==> run_1/floorplan.png <==
Bar = 20 um. Pins as bars on the die edge.
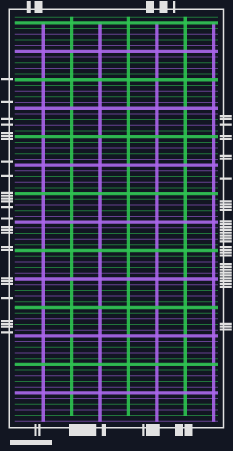
==> run_1/clock_wires.png <==
Bar = 20 um.
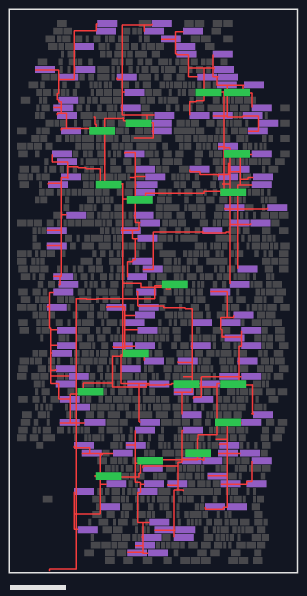
==> run_1/clock_nets.png <==
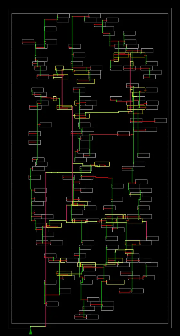
==> run_1/class_map.png <==
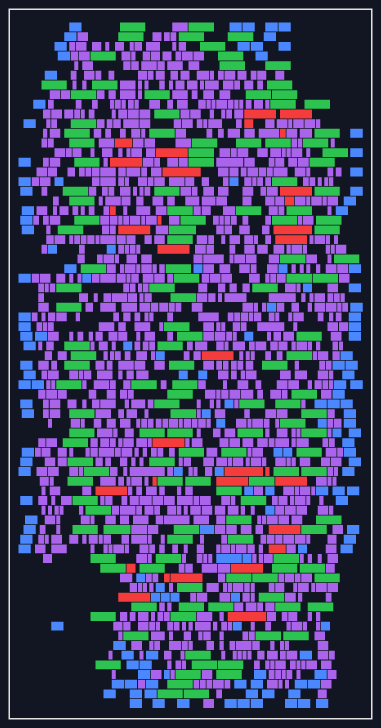
File: src/rtl/muldiv_pkg.sv
// -----------------------------------------------------------------------------
// muldiv_pkg
// Shared constants for the RV32M multiply/divide unit:
//   - FUNCT7_MULDIV and the func3 opcodes F3_MUL .. F3_REMU
//   - FSM state encoding (plain localparam constants)
//   - operand signedness helpers used when converting operands to magnitudes
// -----------------------------------------------------------------------------
package muldiv_pkg;

  localparam logic [6:0] FUNCT7_MULDIV = 7'b0000001;

  localparam logic [2:0] F3_MUL    = 3'b000;
  localparam logic [2:0] F3_MULH   = 3'b001;
  localparam logic [2:0] F3_MULHSU = 3'b010;
  localparam logic [2:0] F3_MULHU  = 3'b011;
  localparam logic [2:0] F3_DIV    = 3'b100;
  localparam logic [2:0] F3_DIVU   = 3'b101;
  localparam logic [2:0] F3_REM    = 3'b110;
  localparam logic [2:0] F3_REMU   = 3'b111;

  localparam logic [2:0] ST_IDLE = 3'd0;
  localparam logic [2:0] ST_MUL  = 3'd1;
  localparam logic [2:0] ST_DIV  = 3'd2;
  localparam logic [2:0] ST_FIX  = 3'd3;
  localparam logic [2:0] ST_DONE = 3'd4;

  // rs1 is treated as signed for MULH, MULHSU, DIV and REM. MUL is taken as
  // unsigned because its low product half does not depend on signedness.
  function automatic logic src_a_signed(input logic [2:0] f3);
    case (f3)
      F3_MULH, F3_MULHSU, F3_DIV, F3_REM: src_a_signed = 1'b1;
      default:                            src_a_signed = 1'b0;
    endcase
  endfunction

  // rs2 is treated as signed for MULH, DIV and REM only.
  function automatic logic src_b_signed(input logic [2:0] f3);
    case (f3)
      F3_MULH, F3_DIV, F3_REM: src_b_signed = 1'b1;
      default:                 src_b_signed = 1'b0;
    endcase
  endfunction

endpackage

File: src/rtl/muldiv_unit_if.sv
// -----------------------------------------------------------------------------
// muldiv_unit_if
// Request/response bundle between the execute stage and muldiv_unit.
//   master (pipeline): drives start_in, func7, func3, op_a, op_b
//   slave  (unit)    : drives ready_out, busy_out, done_out, result_out,
//                      illegal_out
// -----------------------------------------------------------------------------
interface muldiv_unit_if #(
  parameter int XLEN = 32
);
  logic            start_in;
  logic [6:0]      func7;
  logic [2:0]      func3;
  logic [XLEN-1:0] op_a;
  logic [XLEN-1:0] op_b;
  logic            ready_out;
  logic            busy_out;
  logic            done_out;
  logic [XLEN-1:0] result_out;
  logic            illegal_out;

  modport master (
    output start_in, func7, func3, op_a, op_b,
    input  ready_out, busy_out, done_out, result_out, illegal_out
  );

  modport slave (
    input  start_in, func7, func3, op_a, op_b,
    output ready_out, busy_out, done_out, result_out, illegal_out
  );
endinterface

File: src/rtl/muldiv_div_core.sv
// -----------------------------------------------------------------------------
// muldiv_div_core
// Restoring divider over unsigned magnitudes, one quotient bit per step.
// Only instantiated when DIVIDER_EN is defined.
// Ports:
//   clk, reset    : clock, synchronous active-high reset
//   load_i        : capture dividend_i/divisor_i, clear the partial remainder
//   step_i        : perform one shift-subtract iteration
//   dividend_i    : dividend magnitude
//   divisor_i     : divisor magnitude (never zero; zero is handled upstream)
//   quotient_o    : quotient magnitude after XLEN steps
//   remainder_o   : remainder magnitude after XLEN steps
// -----------------------------------------------------------------------------
module muldiv_div_core #(
  parameter int XLEN = 32
) (
  input  logic            clk,
  input  logic            reset,
  input  logic            load_i,
  input  logic            step_i,
  input  logic [XLEN-1:0] dividend_i,
  input  logic [XLEN-1:0] divisor_i,
  output logic [XLEN-1:0] quotient_o,
  output logic [XLEN-1:0] remainder_o
);

  logic [XLEN-1:0] quo_q;
  logic [XLEN-1:0] rem_q;
  logic [XLEN-1:0] dvsr_q;
  logic [XLEN:0]   trial_s;
  logic [XLEN:0]   diff_s;

  // Shift the next dividend bit into the partial remainder and try the subtract.
  // The partial remainder is always below the divisor, so the trial value is
  // below 2*divisor and the difference MSB is a clean borrow flag.
  always_comb begin
    trial_s = {rem_q, quo_q[XLEN-1]};
    diff_s  = trial_s - {1'b0, dvsr_q};
  end

  // Quotient/remainder registers: load, then one restoring step per cycle.
  always_ff @(posedge clk) begin
    if (reset) begin
      quo_q  <= '0;
      rem_q  <= '0;
      dvsr_q <= '0;
    end else if (load_i) begin
      quo_q  <= dividend_i;
      rem_q  <= '0;
      dvsr_q <= divisor_i;
    end else if (step_i) begin
      if (!diff_s[XLEN]) begin
        rem_q <= diff_s[XLEN-1:0];
        quo_q <= {quo_q[XLEN-2:0], 1'b1};
      end else begin
        rem_q <= trial_s[XLEN-1:0];
        quo_q <= {quo_q[XLEN-2:0], 1'b0};
      end
    end
  end

  assign quotient_o  = quo_q;
  assign remainder_o = rem_q;

endmodule

File: src/rtl/muldiv_unit.sv
// -----------------------------------------------------------------------------
// muldiv_unit
// Iterative RV32M multiply/divide unit with a start/ready/done handshake.
// Multiply: radix-2 shift-add on magnitudes, XLEN iterations, then sign fix.
// Divide  : restoring divider (muldiv_div_core), XLEN iterations, sign fix.
// Illegal requests, divide-by-zero and signed overflow finish one cycle after
// accept without iterating.
//
// Configuration macro: DIVIDER_EN
//   defined   : DIV/DIVU/REM/REMU supported
//   undefined : divider not built; func3[2] = 1 requests report illegal_out
//
// Ports:
//   clk    : clock, all state on rising edge
//   reset  : synchronous active-high reset, aborts any operation
//   bus    : muldiv_unit_if.slave (start_in/func7/func3/op_a/op_b in,
//            ready_out/busy_out/done_out/result_out/illegal_out out)
// -----------------------------------------------------------------------------
module muldiv_unit
  import muldiv_pkg::*;
#(
  parameter int XLEN  = 32,
  parameter int CNT_W = $clog2(XLEN) + 1
) (
  input  logic           clk,
  input  logic           reset,
  muldiv_unit_if.slave   bus
);

  localparam logic [XLEN-1:0]  MOST_NEG  = {1'b1, {(XLEN-1){1'b0}}};
  localparam logic [CNT_W-1:0] ITER_INIT = CNT_W'(XLEN);
  localparam logic [CNT_W-1:0] CNT_ONE   = CNT_W'(1);

  logic [2:0]        state_q,   state_d;
  logic [CNT_W-1:0]  cnt_q,     cnt_d;
  logic [2:0]        f3_q,      f3_d;
  logic              neg_q,     neg_d;
  logic [XLEN-1:0]   mcand_q,   mcand_d;
  logic [2*XLEN-1:0] prod_q,    prod_d;
  logic [XLEN-1:0]   result_q,  result_d;
  logic              ready_q,   ready_d;
  logic              busy_q,    busy_d;
  logic              done_q,    done_d;
  logic              illegal_q, illegal_d;

  logic              accept_s;
  logic              a_neg_s;
  logic              b_neg_s;
  logic [XLEN-1:0]   a_mag_s;
  logic [XLEN-1:0]   b_mag_s;
  logic [XLEN:0]     addend_s;
  logic [XLEN:0]     mul_sum_s;
  logic [2*XLEN-1:0] mul_next_s;
  logic [2*XLEN-1:0] prod_fix_s;
  logic [XLEN-1:0]   fix_res_s;

`ifdef DIVIDER_EN
  logic              rneg_q, rneg_d;
  logic              div_load_s;
  logic              div_step_s;
  logic              div_zero_s;
  logic              div_ovf_s;
  logic [XLEN-1:0]   div_quo_s;
  logic [XLEN-1:0]   div_rem_s;

  muldiv_div_core #(
    .XLEN (XLEN)
  ) u_div_core (
    .clk         (clk),
    .reset       (reset),
    .load_i      (div_load_s),
    .step_i      (div_step_s),
    .dividend_i  (a_mag_s),
    .divisor_i   (b_mag_s),
    .quotient_o  (div_quo_s),
    .remainder_o (div_rem_s)
  );

  // Special-case detection on the incoming request.
  always_comb begin
    div_zero_s = (bus.op_b == '0);
    div_ovf_s  = src_a_signed(bus.func3) && (bus.op_a == MOST_NEG) &&
                 (bus.op_b == {XLEN{1'b1}});
  end
`endif

  assign accept_s = bus.start_in && ready_q;

  // Convert incoming operands to magnitudes according to func3 signedness.
  always_comb begin
    a_neg_s = src_a_signed(bus.func3) && bus.op_a[XLEN-1];
    b_neg_s = src_b_signed(bus.func3) && bus.op_b[XLEN-1];
    if (a_neg_s) begin
      a_mag_s = -bus.op_a;
    end else begin
      a_mag_s = bus.op_a;
    end
    if (b_neg_s) begin
      b_mag_s = -bus.op_b;
    end else begin
      b_mag_s = bus.op_b;
    end
  end

  // One shift-add step: the multiplier sits in the low half of the product
  // register and is consumed LSB first while partial sums enter from the top.
  always_comb begin
    if (prod_q[0]) begin
      addend_s = {1'b0, mcand_q};
    end else begin
      addend_s = '0;
    end
    mul_sum_s  = {1'b0, prod_q[2*XLEN-1:XLEN]} + addend_s;
    mul_next_s = {mul_sum_s, prod_q[XLEN-1:1]};
  end

  // Apply RISC-V sign rules and select the architectural result half.
  always_comb begin
    if (neg_q) begin
      prod_fix_s = -prod_q;
    end else begin
      prod_fix_s = prod_q;
    end
    case (f3_q)
      F3_MUL:                       fix_res_s = prod_fix_s[XLEN-1:0];
      F3_MULH, F3_MULHSU, F3_MULHU: fix_res_s = prod_fix_s[2*XLEN-1:XLEN];
`ifdef DIVIDER_EN
      F3_DIV, F3_DIVU:              fix_res_s = neg_q  ? -div_quo_s : div_quo_s;
      F3_REM, F3_REMU:              fix_res_s = rneg_q ? -div_rem_s : div_rem_s;
`endif
      default:                      fix_res_s = '0;
    endcase
  end

  // Control FSM next-state and datapath register updates.
  always_comb begin
    state_d   = state_q;
    cnt_d     = cnt_q;
    f3_d      = f3_q;
    neg_d     = neg_q;
    mcand_d   = mcand_q;
    prod_d    = prod_q;
    result_d  = result_q;
    ready_d   = ready_q;
    busy_d    = busy_q;
    done_d    = 1'b0;
    illegal_d = 1'b0;
`ifdef DIVIDER_EN
    rneg_d     = rneg_q;
    div_load_s = 1'b0;
    div_step_s = 1'b0;
`endif

    case (state_q)
      ST_IDLE: begin
        if (accept_s) begin
          f3_d    = bus.func3;
          neg_d   = a_neg_s ^ b_neg_s;
          ready_d = 1'b0;
          busy_d  = 1'b1;
`ifdef DIVIDER_EN
          rneg_d  = a_neg_s;
`endif
          if (bus.func7 != FUNCT7_MULDIV) begin
            state_d   = ST_DONE;
            result_d  = '0;
            illegal_d = 1'b1;
            done_d    = 1'b1;
          end else if (bus.func3[2]) begin
`ifdef DIVIDER_EN
            if (div_zero_s) begin
              // REM*/0 returns the dividend, DIV*/0 returns all ones.
              state_d  = ST_DONE;
              result_d = bus.func3[1] ? bus.op_a : {XLEN{1'b1}};
              done_d   = 1'b1;
            end else if (div_ovf_s) begin
              state_d  = ST_DONE;
              result_d = bus.func3[1] ? {XLEN{1'b0}} : bus.op_a;
              done_d   = 1'b1;
            end else begin
              state_d    = ST_DIV;
              cnt_d      = ITER_INIT;
              div_load_s = 1'b1;
            end
`else
            state_d   = ST_DONE;
            result_d  = '0;
            illegal_d = 1'b1;
            done_d    = 1'b1;
`endif
          end else begin
            state_d = ST_MUL;
            cnt_d   = ITER_INIT;
            mcand_d = a_mag_s;
            prod_d  = {{XLEN{1'b0}}, b_mag_s};
          end
        end else begin
          state_d = ST_IDLE;
        end
      end

      ST_MUL: begin
        prod_d = mul_next_s;
        cnt_d  = cnt_q - CNT_ONE;
        if (cnt_q == CNT_ONE) begin
          state_d = ST_FIX;
        end else begin
          state_d = ST_MUL;
        end
      end

`ifdef DIVIDER_EN
      ST_DIV: begin
        div_step_s = 1'b1;
        cnt_d      = cnt_q - CNT_ONE;
        if (cnt_q == CNT_ONE) begin
          state_d = ST_FIX;
        end else begin
          state_d = ST_DIV;
        end
      end
`endif

      ST_FIX: begin
        result_d = fix_res_s;
        done_d   = 1'b1;
        state_d  = ST_DONE;
      end

      ST_DONE: begin
        state_d = ST_IDLE;
        ready_d = 1'b1;
        busy_d  = 1'b0;
      end

      default: begin
        state_d = ST_IDLE;
        ready_d = 1'b1;
        busy_d  = 1'b0;
      end
    endcase
  end

  // State and output registers.
  always_ff @(posedge clk) begin
    if (reset) begin
      state_q   <= ST_IDLE;
      cnt_q     <= '0;
      f3_q      <= 3'b000;
      neg_q     <= 1'b0;
      mcand_q   <= '0;
      prod_q    <= '0;
      result_q  <= '0;
      ready_q   <= 1'b1;
      busy_q    <= 1'b0;
      done_q    <= 1'b0;
      illegal_q <= 1'b0;
    end else begin
      state_q   <= state_d;
      cnt_q     <= cnt_d;
      f3_q      <= f3_d;
      neg_q     <= neg_d;
      mcand_q   <= mcand_d;
      prod_q    <= prod_d;
      result_q  <= result_d;
      ready_q   <= ready_d;
      busy_q    <= busy_d;
      done_q    <= done_d;
      illegal_q <= illegal_d;
    end
  end

`ifdef DIVIDER_EN
  // Remainder sign flag (sign of the dividend), only needed with the divider.
  always_ff @(posedge clk) begin
    if (reset) begin
      rneg_q <= 1'b0;
    end else begin
      rneg_q <= rneg_d;
    end
  end
`endif

  assign bus.ready_out   = ready_q;
  assign bus.busy_out    = busy_q;
  assign bus.done_out    = done_q;
  assign bus.result_out  = result_q;
  assign bus.illegal_out = illegal_q;

endmodule

File: src/flat_wrapper.sv
// flat-port wrapper written by rule: the top's interface ports become plain ports
module muldiv_unit_flat import muldiv_pkg::*;
#(
  parameter int XLEN  = 32,
  parameter int CNT_W = $clog2(XLEN) + 1
)
  (clk, reset, bus_start_in, bus_func7, bus_func3, bus_op_a, bus_op_b, bus_ready_out, bus_busy_out, bus_done_out, bus_result_out, bus_illegal_out);
  muldiv_unit_if #(.XLEN(XLEN)) bus_i ();
  input  logic clk;
  input  logic reset;
  input wire logic [$bits(bus_i.start_in)-1:0] bus_start_in;
  input wire logic [$bits(bus_i.func7)-1:0] bus_func7;
  input wire logic [$bits(bus_i.func3)-1:0] bus_func3;
  input wire logic [$bits(bus_i.op_a)-1:0] bus_op_a;
  input wire logic [$bits(bus_i.op_b)-1:0] bus_op_b;
  output wire logic [$bits(bus_i.ready_out)-1:0] bus_ready_out;
  output wire logic [$bits(bus_i.busy_out)-1:0] bus_busy_out;
  output wire logic [$bits(bus_i.done_out)-1:0] bus_done_out;
  output wire logic [$bits(bus_i.result_out)-1:0] bus_result_out;
  output wire logic [$bits(bus_i.illegal_out)-1:0] bus_illegal_out;
  assign bus_i.start_in = bus_start_in;
  assign bus_i.func7 = bus_func7;
  assign bus_i.func3 = bus_func3;
  assign bus_i.op_a = bus_op_a;
  assign bus_i.op_b = bus_op_b;
  assign bus_ready_out = bus_i.ready_out;
  assign bus_busy_out = bus_i.busy_out;
  assign bus_done_out = bus_i.done_out;
  assign bus_result_out = bus_i.result_out;
  assign bus_illegal_out = bus_i.illegal_out;
  muldiv_unit #(.XLEN(XLEN), .CNT_W(CNT_W)) u_core (.clk(clk), .reset(reset), .bus(bus_i));
endmodule
File: config.mk
export PLATFORM = sky130hd
export DESIGN_NAME = muldiv_unit_flat
export DESIGN_NICKNAME = d
export VERILOG_FILES = /design/src/rtl/muldiv_pkg.sv /design/src/rtl/muldiv_unit_if.sv /design/src/rtl/muldiv_div_core.sv /design/src/rtl/muldiv_unit.sv /design/src/flat_wrapper.sv
export SDC_FILE = /design/constraint.sdc
export NUM_CORES = 1
export LEC_CHECK = 0
export CAP_MARGIN = 20
export CORE_ASPECT_RATIO = 2
export CORE_MARGIN = 2
export CORE_UTILIZATION = 52
export CTS_CLUSTER_DIAMETER = 100
export CTS_CLUSTER_SIZE = 30
export DETAILED_ROUTE_END_ITERATION = 8
export PLACE_DENSITY = 0.78
export SETUP_SLACK_MARGIN = 0.4
export SKIP_LAST_GASP = 1
export SYNTH_ARGS = -nofsm -noshare
export SYNTH_HDL_FRONTEND = slang
export SYNTH_SLANG_ARGS = --single-unit
File: constraint.sdc
create_clock -name clk -period 3.6 [get_ports clk]
set_input_delay 0.36 -clock clk [delete_from_list [all_inputs] [get_ports clk]]
set_output_delay 0.36 -clock clk [all_outputs]
set_load 0.02 [all_outputs]
==> run notes, run 1 <==
fresh numbers from the pnr run: Via density=about 6, mux frac, synth=0.00631, startpoint types=register, worst reg2reg path endpoint=u_core.prod_q[62]$_SDFFE_PP0P_, number of logic gates=1027, M1 wire length=10600 um, ao+oa area frac=0.250, Final nets=~1500, Biggest Area Class=logic gates, Pwr Density=~320 mW/mm^2, final instance area=0.0121 mm^2, Synth Flop Type=dfxtp_1, fraction of cell area in non-clock buffers=0.118, via count=between 10000 and 15000, ClkCell Share=0.0516, Seq/Total Area, Yosys=0.293, Area after DPL=0.0113 mm^2, Combinational Area=~0.0067 mm^2, flip-flops=approximately 150, CTS tree=done, setup slack at placement=around 0.27 ns, Non-clock buffers=roughly 150, crit path DAT=roughly 3.4 ns, Worst path depth=12, Post-Layout Cell Count=between 1500 and 2000, row count=roughly 70, CP max stage delay=between 0.3 and 0.4 ns, top-count cell post-synth=dfxtp_1, HP Class=in -> reg, fin crit share=0.847, GR Layer Usage met2=0.549, H-tree levels=4, Die ar.=about 0.020 mm^2, Mean Syn Cell Area=between 7 and 8 um^2, Flop area=about 0.0029 mm^2, final setup fails=0, utilization after layout=0.643, tool warnings=29, CP max stage cell=ha_1, R2R Setup Slk=~0.55 ns, xor/xnor share=0.126, most frequent cells in the layout=143 x dfxtp_1, 140 x nor2_1, 130 x nand2_1, ys cells=between 1000 and 1500, met1 Use GR=0.311, cells after synthesis=~1300, outcome=finished, final reports clean, Syn-to-layout area delta=21.6%, Cell Type Count=around 76, placed cells=about 1600, Clock Tree Root=clkbuf_16, worst-margin pin slew=roughly 1 ns, FILL cells=1613, setup_tns=0 ns, DR top layer=met4, most used routing layer=met2, count of clock buffers in the final design=22, GRT met3 Usage=0.0616, total power=3.90 mW, Cell area leaders=dfxtp_1 29%, xor2_1 6.5%, xnor2_1 6.1%, DRC Markers=0, final hold violations=0, Critical Path Sink=u_core.prod_q[62]$_SDFFE_PP0P_, hpwl dp=roughly 23000 um, chip height=roughly 200 um, Routed met3 length=between 1500 and 2000 um, EDFF count, synth=0, crit path max fanout=36, total wire length=between 30000 and 40000 um, CTS Buf Count=17, Top non-seq family=AND-OR/OR-AND gates, CP top delay family=AND-OR/OR-AND gates, Init Core Util=0.529, yosys stat chip area=0.00991 mm^2, Crit. End Element=register, max-slew violations=0, Adders+Majority by Area=0.0487, Die X=approximately 100 um, DR iter-0 viols=between 500 and 600, antenna violations before repair=0, routed length on met2=between 15000 and 20000 um, ANT cells=0, global-route usage over all layers=0.310, Syn Std Cell Area=between 0.009 and 0.01 mm^2, Endpoint, Worst Hold=u_core.cnt_q[1]$_SDFFE_PP0P_, wire length per cell=around 19 um, clock transition at the registers of the reported paths=about 0.060 ns, CP Class=reg -> reg, I/O pin total=113, logic share of the area=0.554, largest net degree at the start of global routing=about 63, Synth area leader=dfxtp_1, Bufs and invs on worst path=2, most frequent logic cell in the layout=dfxtp_1, Setup WS post-layout=between 0.5 and 0.6 ns, Basic Gates by Area=0.235, Worst Path Required=~3.9 ns, count of antenna-violating nets left after detailed routing=0, first-pass GRT wire length=48900 um, Area leader share=0.293, Mapped Nets=around 1400, RSZ-0062 raised after global routing=true, gr ovfl total=0, Pre-antenna DRT Iters=6, yosys warning tally=0, min-delay src=reset, Core ar.=roughly 0.019 mm^2, post-synthesis register bit count=between 100 and 150, Slew HR=0.333, flop share of the area=0.241, Non-CTS inverters=29, Tap Count=approximately 260, Leakage=~4.7 nW, Synth async-reset ratio=0, worst hold margin=approximately 0.38 ns, Placer Congestion=between 0.9 and 1, top cells by count, synth=145 x dfxtp_1, 141 x nor2_1, 131 x nand2_1, number of global-route vias before repair=slightly below 10000, Min-Delay Path Depth=2, hold_buf cts=0, crit path cell chain=buf_6 > and2_1 > ha_1 > nand3_1 > a211o_1 > nor2_1 > o21ai_0 > buf_4 > o211ai_1 > o21bai_1 > xnor2_1 > a22o_1, Min Clock Period, post-route=between 3 and 4 ns, Max Cap Viol=0, Max Root-Sink Buffers=2, worst setup path startpoint=u_core.prod_q[0]$_SDFFE_PP0P_, Worst R2R Start=u_core.prod_q[0]$_SDFFE_PP0P_, number of port buffers=112, reg2reg path depth=12, share of layout cells above drive strength 1=0.0738, Worst IR Drop VDD=approximately 230 uV, highest clock rate=~330 MHz
About floorplan.png:
Key: VDD = green; VSS = purple
7 straps on met4. The core has 71 rows.

About clock_wires.png:
Key: clock-net drivers = green [count 17]; clock wires = red [length 1860 um]; flip-flops = purple [count 145]
There are 18 routed clock nets. Position of the flops: spread over the die.

About clock_nets.png:
total clock sinks: 145
skew final: 0.0104 ns
Power Clock: 1.88 mW
clk ins delay skew pair: 0.44 ns

About class_map.png:
Key: clock drivers and dummy loads = red [cells 32]; registers = green [cells 145]; remaining logic cells = purple [cells 1056]; remaining buffers and delay cells = blue [cells 150]

run 1: state kept, by name (all words and copies together) (netlist names):
signal and cells:
u_core.bus.busy_out 1, u_core.bus.done_out 1, u_core.bus.illegal_out 1, u_core.mcand_q 32, u_core.bus.result_out 32, u_core.prod_q 64, u_core.cnt_q 6, u_core.neg_q 1
u_core.f3_q 3, u_core.state_q 3, u_core.bus.ready_out 1
run 1: repair_timing:
action                                  4_1_cts  5_1_grt
pin swaps                                     0        4
resized                                       3       12
cloned                                        0        0
endpoints found under the setup margin        5       20
setup buffers                                 0        2
run 1: report_power, final:
group          internal, mW  switching, mW
clock                  1.19          0.687
combinational         0.181          0.216
sequential             1.61         0.0103
==> inputs of run 2 (changes only) <==
- clock period: 3.6 -> 2.5 ns (I/O delays scaled with it)
==> run 2 against run 1 <==
  * The flow now stops in 5_1_grt
  * Synthesized area stayed put
  * Synthesized cell count stayed put
==> run notes, run 2 <==
run results: outcome=aborted with a tool error, Stop stage=5_1_grt, tool error=[ERROR GRT-0232] Routing congestion too high. Check the congestion heatmap in the GUI., Synth area leader=dfxtp_1, Init Core Util=0.529 (unchanged), Mapped Nets=1392 (unchanged), EDFF count, synth=0 (unchanged), Basic Gates by Area=0.235 (unchanged), yosys warning tally=0 (unchanged), gr ovfl total=4, ys cells=1277 (unchanged), Area leader share=0.293 (unchanged), Cell area leaders=dfxtp_1 29%, xor2_1 6.5%, xnor2_1 6.1%, Clock Tree Root=clkbuf_16, Die X=102 um (unchanged), yosys stat chip area=0.00991 mm^2 (unchanged), global-route usage over all layers=0.605, Top non-seq family=AND-OR/OR-AND gates, Mean Syn Cell Area=7.76 um^2 (unchanged), Worst EP kind=register data pin, Cell Type Count=76 (unchanged), setup slack at placement=-0.489 ns (-0.760 ns), mux frac, synth=0.00631 (unchanged), row count=71 (unchanged), Adders+Majority by Area=0.0487 (unchanged), Area after DPL=0.0135 mm^2 (+19%), top cells by count, synth=145 x dfxtp_1, 141 x nor2_1, 131 x nand2_1, cells after synthesis=1277 (unchanged), Seq/Total Area, Yosys=0.293 (unchanged), placed cells=1820 (+14%), total clock sinks=145 (unchanged), H-tree levels=4 (unchanged), chip height=199 um (unchanged), post-synthesis register bit count=145 (unchanged), Max Root-Sink Buffers=2 (unchanged), CTS Buf Count=17 (unchanged), number of port buffers=112 (unchanged), GR repair worst EP=u_core.bus.result_out[22]$_SDFFE_PP0P_/D, I/O pin total=113 (unchanged), Synth Flop Type=dfxtp_1, Placer Congestion=0.953 (-3.6%), xor/xnor share=0.126 (unchanged), top-count cell post-synth=dfxtp_1, Syn Std Cell Area=0.00991 mm^2 (unchanged), Synth async-reset ratio=0 (unchanged), hpwl dp=27400 um (+19%), ao+oa area frac=0.250 (unchanged), largest net degree at the start of global routing=between 80 and 90
==> run 2: cell counts after synthesis <==
Identical to the previous run, type by type.
==> run 2: kinds of logic after synthesis <==
logic type / Yosys count
fa+ha+maj: 38
buf+inv: 105
xor+xnor: 143
flops: 145
simple gates: 479
mux: 6
compound gates: 361
==> run 2: metal layers <==
| metal | global-route usage | GRT overflow |
|---|---|---|
| met2 | 0.846 | 2 |
| met5 | 0.0451 | 0 |
| met4 | 0.599 | 2 |
| met1 | 0.583 | 0 |
| met3 | 0.374 | 0 |
==> run 2: repair_timing <==
item,in CTS
endpoints found under the setup margin,87
cloned,1
resized,208
setup buffers,26
hold buffers,0
pin swaps,137
==> inputs of run 3 (changes only) <==
- CORE_ASPECT_RATIO: 2 -> unset
- CORE_UTILIZATION: 52 -> 40
- CTS_CLUSTER_DIAMETER: 100 -> unset
- CTS_CLUSTER_SIZE: 30 -> unset
- PLACE_DENSITY: 0.78 -> unset
- PLACE_DENSITY_LB_ADDON: unset -> 0.15
- SETUP_SLACK_MARGIN: 0.4 -> unset
- clock period: 2.5 -> 3.2 ns (I/O delays scaled with it)
==> run_3/clock_nets.png <==
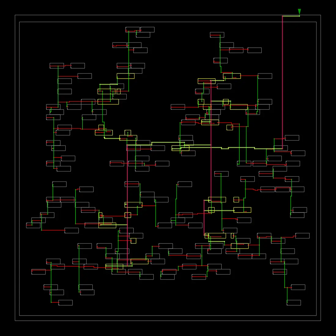
CTS Buf Count: 17
Power Clock: 1.93 mW

==> run 3 against run 2 <==
  * The run now ends clean
  * Synthesized area unchanged
  * Synthesized cell count unchanged
==> run notes, run 3 <==
fresh numbers from the pnr run: CTS tree=done, number of port buffers=112 (unchanged), Max Root-Sink Buffers=2 (unchanged), clock share of power=0.459, total clock sinks=145 (unchanged), fraction of cell area in non-clock buffers=0.137, Adders+Majority by Area=0.0487 (unchanged), Mapped Nets=1392 (unchanged), setup_tns=0 ns, crit path max fanout=36, CP max stage delay=between 0.3 and 0.4 ns, post-CTS sizing=0 (-100%), post-synthesis register bit count=145 (unchanged), chip height=161 um (-19%), antenna violations before repair=0, Placer Congestion=0.886 (-7.0%), outcome=finished, final reports clean, fin crit share=0.956, Top non-seq family=AND-OR/OR-AND gates, DR iter-0 viols=about 860, gr ovfl total=0, Min Clock Period, post-route=3.06 ns, Pwr Density=342 mW/mm^2, total wire length=just over 30000 um, Slew HR=0.423, number of logic gates=slightly above 1000, sw power=between 1 and 1.5 mW, met1 Use GR=0.340, post-CTS setup buffer count=0 (-100%), Die X=161 um (+59%), HP Class=in -> reg, wire length per cell=17.8 um, min-delay src=reset, share of layout cells above drive strength 1=0.0919, global-route usage over all layers=0.237, flip-flops=145, cells after synthesis=1277 (unchanged), RSZ-0062 raised after global routing=true, Cell area leaders=dfxtp_1 29%, xor2_1 6.5%, xnor2_1 6.1%, max-slew violations=0, top-count cell post-synth=dfxtp_1, Bufs and invs on worst path=1, M1 wire length=about 15000 um, Synth async-reset ratio=0 (unchanged), Area leader share=0.293 (unchanged), Clock Tree Root=clkbuf_16, ys cells=1277 (unchanged), placed cells=1706 (-6.3%), most used routing layer=met2, crit-path most repeated cell=a21oi_1, yosys warning tally=0 (unchanged), final setup fails=0, Basic Gates by Area=0.235 (unchanged), Cell Type Count=76 (unchanged), count of antenna-violating nets left after detailed routing=0, Biggest Area Class=logic gates, Seq/Total Area, Yosys=0.293 (unchanged), most frequent logic cell in the layout=dfxtp_1, ao+oa area frac=0.250 (unchanged), worst-margin pin slew=0.863 ns, clk ins delay skew pair=about 0.43 ns, first-pass GRT wire length=between 40000 and 50000 um, setup slack at placement=0.0389 ns (+0.528 ns), top cells by count, synth=145 x dfxtp_1, 141 x nor2_1, 131 x nand2_1, CP Class=reg -> reg, ANT cells=0, final hold violations=0, GRT met3 Usage=0.0277, via count=approximately 9900, crit path cell chain=buf_12 > and2_1 > ha_1 > a21o_1 > a21oi_1 > nand2_1 > a21boi_0 > o21bai_2 > a21oi_1 > mux2_2 > nand3_1, Syn Std Cell Area=0.00991 mm^2 (unchanged), xor/xnor share=0.126 (unchanged), hpwl dp=23500 um (-14%), DRC Markers=0, I/O pin total=113 (unchanged), H-tree levels=4 (unchanged), Init Core Util=0.408 (-0.121), Mean Syn Cell Area=7.76 um^2 (unchanged), row count=57 (-20%), EDFF count, synth=0 (unchanged), GR Layer Usage met2=0.378, worst hold margin=0.365 ns, Synth area leader=dfxtp_1, yosys stat chip area=0.00991 mm^2 (unchanged), mux frac, synth=0.00631 (unchanged), hold_buf cts=0 (unchanged), sequential power share=0.433, Area after DPL=0.0117 mm^2 (-13%), Synth Flop Type=dfxtp_1, Leakage=about 4.8 nW, routed length on met2=14000 um, largest net degree at the start of global routing=about 64
==> run_3/layers.png <==
Bar = 50 um.
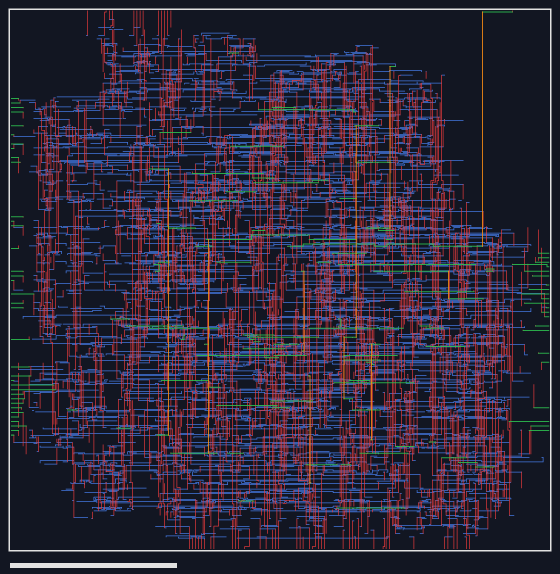
Key: M3 = green [wire length 1100 um]; M4 = orange [wire length 436 um]; M2 = red [wire length 14000 um]; M1 = blue [wire length 15400 um]

[run 3: path summary, 6_finish.rpt]
path | slack [ns] | cells after the start | end
max | 0.14 | 11 | u_core.prod_q[59]$_SDFFE_PP0P_
max reg2reg | 0.14 | 11 | u_core.prod_q[59]$_SDFFE_PP0P_
min reg2reg | 0.46 | 2 | u_core.mcand_q[0]$_SDFFE_PP0P_
min | 0.37 | 3 | u_core.bus.result_out[22]$_SDFFE_PP0P_
[run 3: power groups by stage]
| stage | Combinational, mW | Sequential, mW | Clock [mW] |
|---|---|---|---|
| after floorplan | 0.236 | 1.87 | 0 |
| after global placement | 0.427 | 1.88 | 0 |
| after detailed placement | 0.429 | 1.88 | 0 |
| after CTS | 0.432 | 1.84 | 1.96 |
| after global routing | 0.495 | 1.83 | 2.04 |
| final | 0.454 | 1.82 | 1.93 |
No activity file was given, so power comes from the tool's default toggle rates.
